<file path="src/rtl/fifo_wr_arbiter_pkg.sv">
// Shared definitions for the fifo write-port arbiter: defaults, state encoding, stats width.
package fifo_arb_pkg;

    localparam int DEF_WIDTH     = 32;
    localparam int DEF_NREQ      = 4;
    localparam int DEF_BURST_LEN = 4;
    localparam int STAT_W        = 16;

    localparam logic ST_IDLE = 1'b0;
    localparam logic ST_OWN  = 1'b1;

    typedef enum logic {
        IDLE = ST_IDLE,
        OWN  = ST_OWN
    } arb_state_t;

endpackage

</file>
<file path="src/rtl/fifo_wr_arbiter_if.sv">
// Producer/fifo side bundle of the write arbiter; master = producers + fifo, slave = arbiter.
interface fifo_wr_arbiter_if #(
    parameter int WIDTH = 32,
    parameter int NREQ  = 4
);
    logic [NREQ-1:0]       req;
    logic [NREQ*WIDTH-1:0] dataIn;
    logic [NREQ-1:0]       ack;
    logic [NREQ-1:0]       grant;
    logic                  FULL;
    logic                  fifo_wr;
    logic [WIDTH-1:0]      fifo_dataIn;

    modport master (
        output req, dataIn, FULL,
        input  ack, grant, fifo_wr, fifo_dataIn
    );

    modport slave (
        input  req, dataIn, FULL,
        output ack, grant, fifo_wr, fifo_dataIn
    );
endinterface

</file>
<file path="src/rtl/fifo_wr_arbiter_rr_pick.sv">
// Cyclic first-set picker: one-hot of the first req at or after rr_ptr, wrapping at NREQ.
module rr_pick
    import fifo_arb_pkg::*;
#(
    parameter int NREQ = DEF_NREQ
) (
    input  logic [NREQ-1:0]         req,
    input  logic [$clog2(NREQ)-1:0] rr_ptr,
    output logic [NREQ-1:0]         pick,
    output logic                    any
);
    localparam int PW = $clog2(NREQ);

    logic          found;
    int            pos;
    logic [PW-1:0] idx;

    always_comb begin
        pick  = '0;
        found = 1'b0;
        pos   = 0;
        idx   = '0;
        for (int k = 0; k < NREQ; k++) begin
            pos = int'(rr_ptr) + k;
            if (pos >= NREQ) pos = pos - NREQ;
            idx = PW'(pos);
            if (!found && req[idx]) begin
                pick[idx] = 1'b1;
                found     = 1'b1;
            end
        end
        any = found;
    end
endmodule

</file>
<file path="src/rtl/fifo_wr_arbiter.sv">
// Round-robin burst arbiter for the fifo write port. Optional per-requester beat
// counters on output stat_beats when FIFO_ARB_STATS_EN is defined.
//
// state | meaning
// IDLE  | no owner; grant the first pending req at/after rr_ptr
// OWN   | grant holds one owner; beats flow while en & ~FULL
module fifo_wr_arbiter
    import fifo_arb_pkg::*;
#(
    parameter int WIDTH     = DEF_WIDTH,
    parameter int NREQ      = DEF_NREQ,
    parameter int BURST_LEN = DEF_BURST_LEN
) (
    input  logic               clk,
    input  logic               rst,
    input  logic               en,
    fifo_wr_arbiter_if.slave   bus
`ifdef FIFO_ARB_STATS_EN
    ,
    output logic [NREQ*STAT_W-1:0] stat_beats
`endif
);
    localparam int PW = $clog2(NREQ);
    localparam int CW = $clog2(BURST_LEN) + 1;

    arb_state_t       state;
    logic [NREQ-1:0]  grant;
    logic [PW-1:0]    rr_ptr;
    logic [CW-1:0]    beat_cnt;

    logic [PW-1:0]    owner;
    logic [PW-1:0]    owner_nxt;
    logic [NREQ-1:0]  ack;
    logic             beat_acc;
    logic             last_beat;
    logic             release_own;
    logic [NREQ-1:0]  pick_req;
    logic [PW-1:0]    pick_ptr;
    logic [NREQ-1:0]  pick;
    logic             pick_any;
    logic [WIDTH-1:0] owner_data;

    always_comb begin
        owner = '0;
        for (int i = 0; i < NREQ; i++) begin
            if (grant[i]) owner = PW'(i);
        end
    end

    assign owner_nxt = (owner == PW'(NREQ - 1)) ? '0 : owner + PW'(1);

    assign ack       = (en && state == OWN && !bus.FULL) ? (grant & bus.req) : '0;
    assign beat_acc  = |ack;
    assign last_beat = beat_acc && (beat_cnt == CW'(BURST_LEN - 1));

    // Owner gives up on a full burst or when it stops requesting; frozen while en is low.
    assign release_own = en && (state == OWN) && (last_beat || ((grant & bus.req) == '0));

    // On release the old owner is masked out so it cannot win its own re-pick.
    assign pick_req = (state == OWN) ? (bus.req & ~grant) : bus.req;
    assign pick_ptr = (state == OWN) ? owner_nxt : rr_ptr;

    rr_pick #(.NREQ(NREQ)) u_pick (
        .req    (pick_req),
        .rr_ptr (pick_ptr),
        .pick   (pick),
        .any    (pick_any)
    );

    always_ff @(posedge clk or posedge rst) begin
        if (rst) begin
            state    <= IDLE;
            grant    <= '0;
            rr_ptr   <= '0;
            beat_cnt <= '0;
        end else if (en) begin
            case (state)
                IDLE: begin
                    if (pick_any) begin
                        grant    <= pick;
                        state    <= OWN;
                        beat_cnt <= '0;
                    end
                end
                OWN: begin
                    if (release_own) begin
                        rr_ptr   <= owner_nxt;
                        beat_cnt <= '0;
                        if (pick_any) begin
                            grant <= pick;
                        end else begin
                            grant <= '0;
                            state <= IDLE;
                        end
                    end else if (beat_acc) begin
                        beat_cnt <= beat_cnt + CW'(1);
                    end
                end
                default: begin
                    state <= IDLE;
                    grant <= '0;
                end
            endcase
        end
    end

    always_comb begin
        owner_data = '0;
        for (int i = 0; i < NREQ; i++) begin
            if (grant[i]) owner_data = bus.dataIn[i*WIDTH +: WIDTH];
        end
    end

    assign bus.ack         = ack;
    assign bus.grant       = grant;
    assign bus.fifo_wr     = beat_acc;
    assign bus.fifo_dataIn = owner_data;

`ifdef FIFO_ARB_STATS_EN
    logic [STAT_W-1:0] stat_cnt [NREQ];

    for (genvar i = 0; i < NREQ; i++) begin : g_stat
        always_ff @(posedge clk or posedge rst) begin
            if (rst) begin
                stat_cnt[i] <= '0;
            end else if (ack[i] && (stat_cnt[i] != {STAT_W{1'b1}})) begin
                stat_cnt[i] <= stat_cnt[i] + STAT_W'(1);
            end
        end
        assign stat_beats[i*STAT_W +: STAT_W] = stat_cnt[i];
    end
`endif

endmodule

</file>
<file path="src/flat_wrapper.sv">
// flat-port wrapper written by rule: the top's interface ports become plain ports
module fifo_wr_arbiter_flat import fifo_arb_pkg::*;
#(
    parameter int WIDTH     = DEF_WIDTH,
    parameter int NREQ      = DEF_NREQ,
    parameter int BURST_LEN = DEF_BURST_LEN
)
  (clk, rst, en, bus_req, bus_dataIn, bus_FULL, bus_ack, bus_grant, bus_fifo_wr, bus_fifo_dataIn);
  fifo_wr_arbiter_if #(.WIDTH(WIDTH), .NREQ(NREQ)) bus_i ();
  input  logic clk;
  input  logic rst;
  input  logic en;
  input wire logic [$bits(bus_i.req)-1:0] bus_req;
  input wire logic [$bits(bus_i.dataIn)-1:0] bus_dataIn;
  input wire logic [$bits(bus_i.FULL)-1:0] bus_FULL;
  output wire logic [$bits(bus_i.ack)-1:0] bus_ack;
  output wire logic [$bits(bus_i.grant)-1:0] bus_grant;
  output wire logic [$bits(bus_i.fifo_wr)-1:0] bus_fifo_wr;
  output wire logic [$bits(bus_i.fifo_dataIn)-1:0] bus_fifo_dataIn;
  assign bus_i.req = bus_req;
  assign bus_i.dataIn = bus_dataIn;
  assign bus_i.FULL = bus_FULL;
  assign bus_ack = bus_i.ack;
  assign bus_grant = bus_i.grant;
  assign bus_fifo_wr = bus_i.fifo_wr;
  assign bus_fifo_dataIn = bus_i.fifo_dataIn;
  fifo_wr_arbiter #(.WIDTH(WIDTH), .NREQ(NREQ), .BURST_LEN(BURST_LEN)) u_core (.clk(clk), .rst(rst), .en(en), .bus(bus_i));
endmodule
</file>
<file path="config.mk">
export PLATFORM = sky130hd
export DESIGN_NAME = fifo_wr_arbiter_flat
export DESIGN_NICKNAME = d
export VERILOG_FILES = /design/src/rtl/fifo_wr_arbiter_pkg.sv /design/src/rtl/fifo_wr_arbiter_if.sv /design/src/rtl/fifo_wr_arbiter_rr_pick.sv /design/src/rtl/fifo_wr_arbiter.sv /design/src/flat_wrapper.sv
export SDC_FILE = /design/constraint.sdc
export NUM_CORES = 1
export LEC_CHECK = 0
export CAP_MARGIN = 5
export CORE_MARGIN = 5
export CORE_UTILIZATION = 34
export DETAILED_ROUTE_END_ITERATION = 8
export PLACE_DENSITY = 0.88
export SYNTH_ARGS = -nofsm -noshare
export SYNTH_HDL_FRONTEND = slang
export SYNTH_SLANG_ARGS = --single-unit
</file>
<file path="constraint.sdc">
create_clock -name clk -period 7 [get_ports clk]
set_input_delay 1.05 -clock clk [delete_from_list [all_inputs] [get_ports clk]]
set_output_delay 1.05 -clock clk [all_outputs]
set_load 0.03 [all_outputs]
</file>
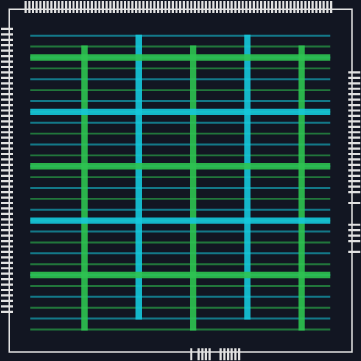
**Above:** run 1 (power grid).
Drawn at 4 px/um. Pins as bars on the die edge.
VDD -> cyan
VSS -> green
rows = 27
met5 straps = 5
met4 straps = 5
signal pins = 177
met1 rails = 28

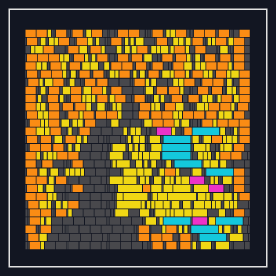
**Above:** run 1 (cells colored by class).
Drawn at 3 px/um. Fill, decap, tap and diode cells in gray.
remaining buffers and delay cells -> orange  # cells 178, share of their area 49%
clock drivers and dummy loads -> magenta  # cells 4, share of their area 1.5%
remaining logic cells -> yellow  # cells 263, share of their area 43%
registers -> cyan  # cells 10, share of their area 6.9%

==> GITHUB_STEP_SUMMARY, run 1 <==
## PnR job results

| Metric | Value |
|---|---|
| Ys flop type | `dfrtp_1` |
| Final hold violations | `0` |
| PD cells | `399 mW/mm^2` |
| Synth warn | `0` |
| Post-Syn Area | `0.00193 mm^2` |
| Area growth syn-to-layout | `93.8%` |
| Seq. cell area | `253 um^2` |
| Area fraction in compound gates | `43.3%` |
| Top cells by count, synth | `nor2_1, nand2_1, o21ai_0` |
| Vias in the first global route | `2778` |
| Average wire per standard cell | `16.4 um` |
| Row Count | `27` |
| Setup_tns | `0 ps` |
| Mean post-synth cell area | `6.45 um^2` |
| Latency at later pin | `240 ps` |
| Cell accounting for the most synthesized area | `dfrtp_1` |
| Die footprint | `0.00728 mm^2` |
| Largest net degree at the start of global routing | `74` |
| Met3 Wirelength | `779 um` |
| GP Congestion | `0.948` |
| NetSw | `819 uW` |
| Via/cell ratio | `5.31` |
| Post-synth ARST share | `100%` |
| M1 GR Usage | `24.3%` |
| Max-cap violations | `0` |
| Biggest register | `u_core.bus.grant` |
| Detailed-placement wirelength estimate | `6.95 mm` |
| Combinational fraction of design power | `81.7%` |
| Critical Path Fanout Max | `6` |
| Remaining antenna violation count after routing | `0` |
| Max IR drop VDD | `219 uV` |
| Reg2Reg Setup Slack | `3410 ps` |
| Setup ws final | `3170 ps` |
| Run status | `completed` |
| Largest cell class by area | `buffers` |
| CTS root buf | `clkbuf_8` |
| Fillers | `465` |
| Top non-seq family | `AND-OR/OR-AND gates` |
| Area leader share | `13.0%` |
| Met2 WL post-DR | `4.39 mm` |
| Worst Path Arrival | `2780 ps` |
| Final tally of max-slew violations | `0` |
| Fp util | `35.0%` |
| Post-synth area from yosys stat | `0.00193 mm^2` |
| Mux frac, synth | `5.97%` |
| Grt peak-use layer | `met2` |
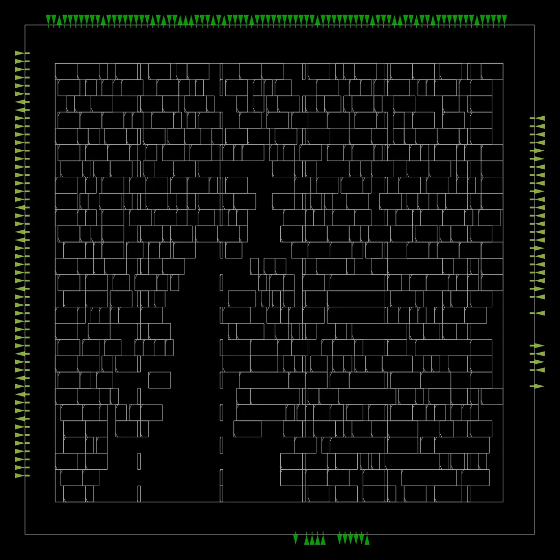
**Above:** run 1 (cell placement).
Post-Layout Cell Count: 527
Well Taps: 72

**Run 1: wiring by layer**

Drawn at 4 px/um. Only two layers are drawn.
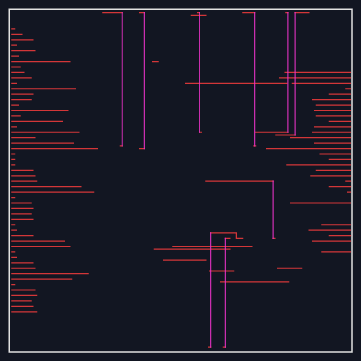

## Run 2: what changed since run 1
Settings changed: CORE_UTILIZATION 34 to 29, PLACE_DENSITY 0.88 to 0.8.
Clock period 7 ns to 3.15 ns, I/O delays scaled along.
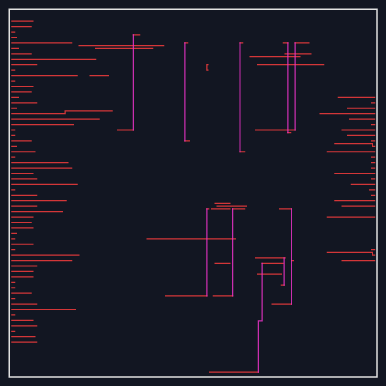
**Above:** run 2 (wiring by layer).
Drawn at 4 px/um. Only two layers are drawn.
M3 -> red  # wire length 744 um
M4 -> magenta  # wire length 222 um

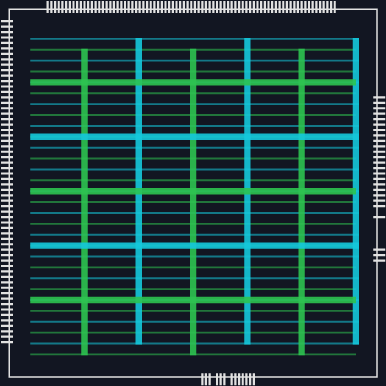
**Above:** run 2 (power grid).
Drawn at 4 px/um. Pins as bars on the die edge.
VSS -> green
VDD -> cyan
met5 straps = 5
met4 straps = 6
met1 rails = 30

==> run 2 against run 1 <==
  * Cell count is 1.5% higher
  * Utilization is 10 points lower
  * Combinational power is 130% higher
  * Largest power group unchanged
==> GITHUB_STEP_SUMMARY, run 2 <==
## PnR job results

| Metric | Value |
|---|---|
| Run status | `completed` |
| Biggest register | `u_core.bus.grant` |
| Post-synth ARST share | `100%` |
| Fillers | `604` |
| Final hold violations | `0` |
| Met3 Wirelength | `743 um` |
| Largest net degree at the start of global routing | `66` |
| Post-Syn Area | `0.00193 mm^2` |
| M1 GR Usage | `21.9%` |
| Final tally of max-slew violations | `0` |
| Well Taps | `77` |
| GP Congestion | `0.919` |
| Reg2Reg Setup Slack | `450 ps` |
| Fp util | `30.0%` |
| Vias in the first global route | `2691` |
| Setup_tns | `0 ps` |
| Largest cell class by area | `buffers` |
| Area leader share | `13.0%` |
| Row Count | `29` |
| Cell accounting for the most synthesized area | `dfrtp_1` |
| Die footprint | `0.00838 mm^2` |
| Worst Path Arrival | `2430 ps` |
| Latency at later pin | `240 ps` |
| Synth warn | `0` |
| Ys flop type | `dfrtp_1` |
| Post-synth area from yosys stat | `0.00193 mm^2` |
| Average wire per standard cell | `15.8 um` |
## Run 3: what changed since run 2
Settings changed: SLEW_MARGIN set to 10.
==> run 3 against run 2 <==
  * Total power is the same
  * Clock skew is the same
  * Setup slack is the same
  * Synthesized cell count is the same
  * Critical path type unchanged
  * Critical endpoint unchanged
==> GITHUB_STEP_SUMMARY, run 3 <==
## PnR job results

| Metric | Value |
|---|---|
| Via/cell ratio | `5.21` |
| Post-synth ARST share | `100%` |
| Post-synth area from yosys stat | `0.00193 mm^2` |
| Max IR drop VDD | `395 uV` |
| Critical Path Fanout Max | `34` |
| Area growth syn-to-layout | `91.1%` |
| Ys flop type | `dfrtp_1` |
| Area fraction in compound gates | `43.3%` |
| Run status | `completed` |
| Mux frac, synth | `5.97%` |
| Cell accounting for the most synthesized area | `dfrtp_1` |
| Combinational fraction of design power | `87.4%` |
| Synth warn | `0` |
| Seq. cell area | `253 um^2` |
| Area leader share | `13.0%` |
| Final tally of max-slew violations | `0` |
| PD cells | `875 mW/mm^2` |
| Latency at later pin | `240 ps` |
| Final hold violations | `0` |
| Top cells by count, synth | `nor2_1, nand2_1, o21ai_0` |
| Largest net degree at the start of global routing | `66` |
| Die footprint | `0.00838 mm^2` |
| CTS root buf | `clkbuf_8` |
| GP Congestion | `0.919` |
| Detailed-placement wirelength estimate | `6.83 mm` |
| Fp util | `30.0%` |
| Worst Path Arrival | `2430 ps` |
| Remaining antenna violation count after routing | `0` |
| Largest cell class by area | `buffers` |
| Well Taps | `77` |
| Setup ws final | `250 ps` |
| Grt peak-use layer | `met2` |
| Reg2Reg Setup Slack | `450 ps` |
| Biggest register | `u_core.bus.grant` |
| Average wire per standard cell | `15.8 um` |
| NetSw | `1.81 mW` |
| Top non-seq family | `AND-OR/OR-AND gates` |
| Fillers | `604` |
| M1 GR Usage | `21.9%` |
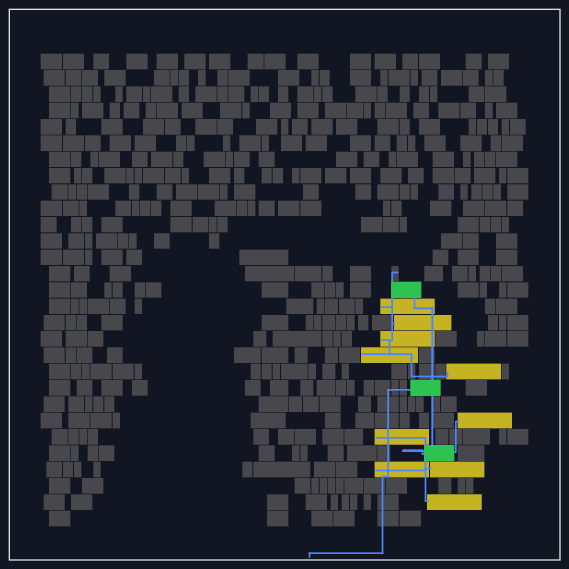
**Above:** run 3 (clock network drawn from the DEF).
Drawn at 6 px/um.
clock wires -> blue  # length 172 um
clock-net drivers -> green  # count 3
flip-flops -> yellow  # count 10
routed clock nets = 4

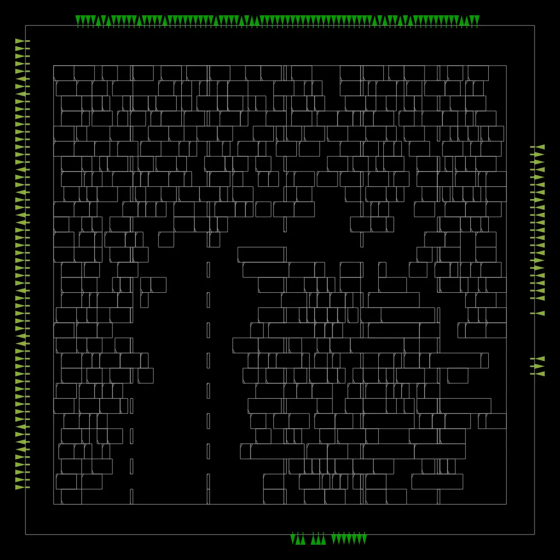
**Above:** run 3 (cell placement).
Row Count: 29
final core occ: 57.4%
Post-Layout Cell Count: 535

No activity file was given, so power comes from the tool's default toggle rates.
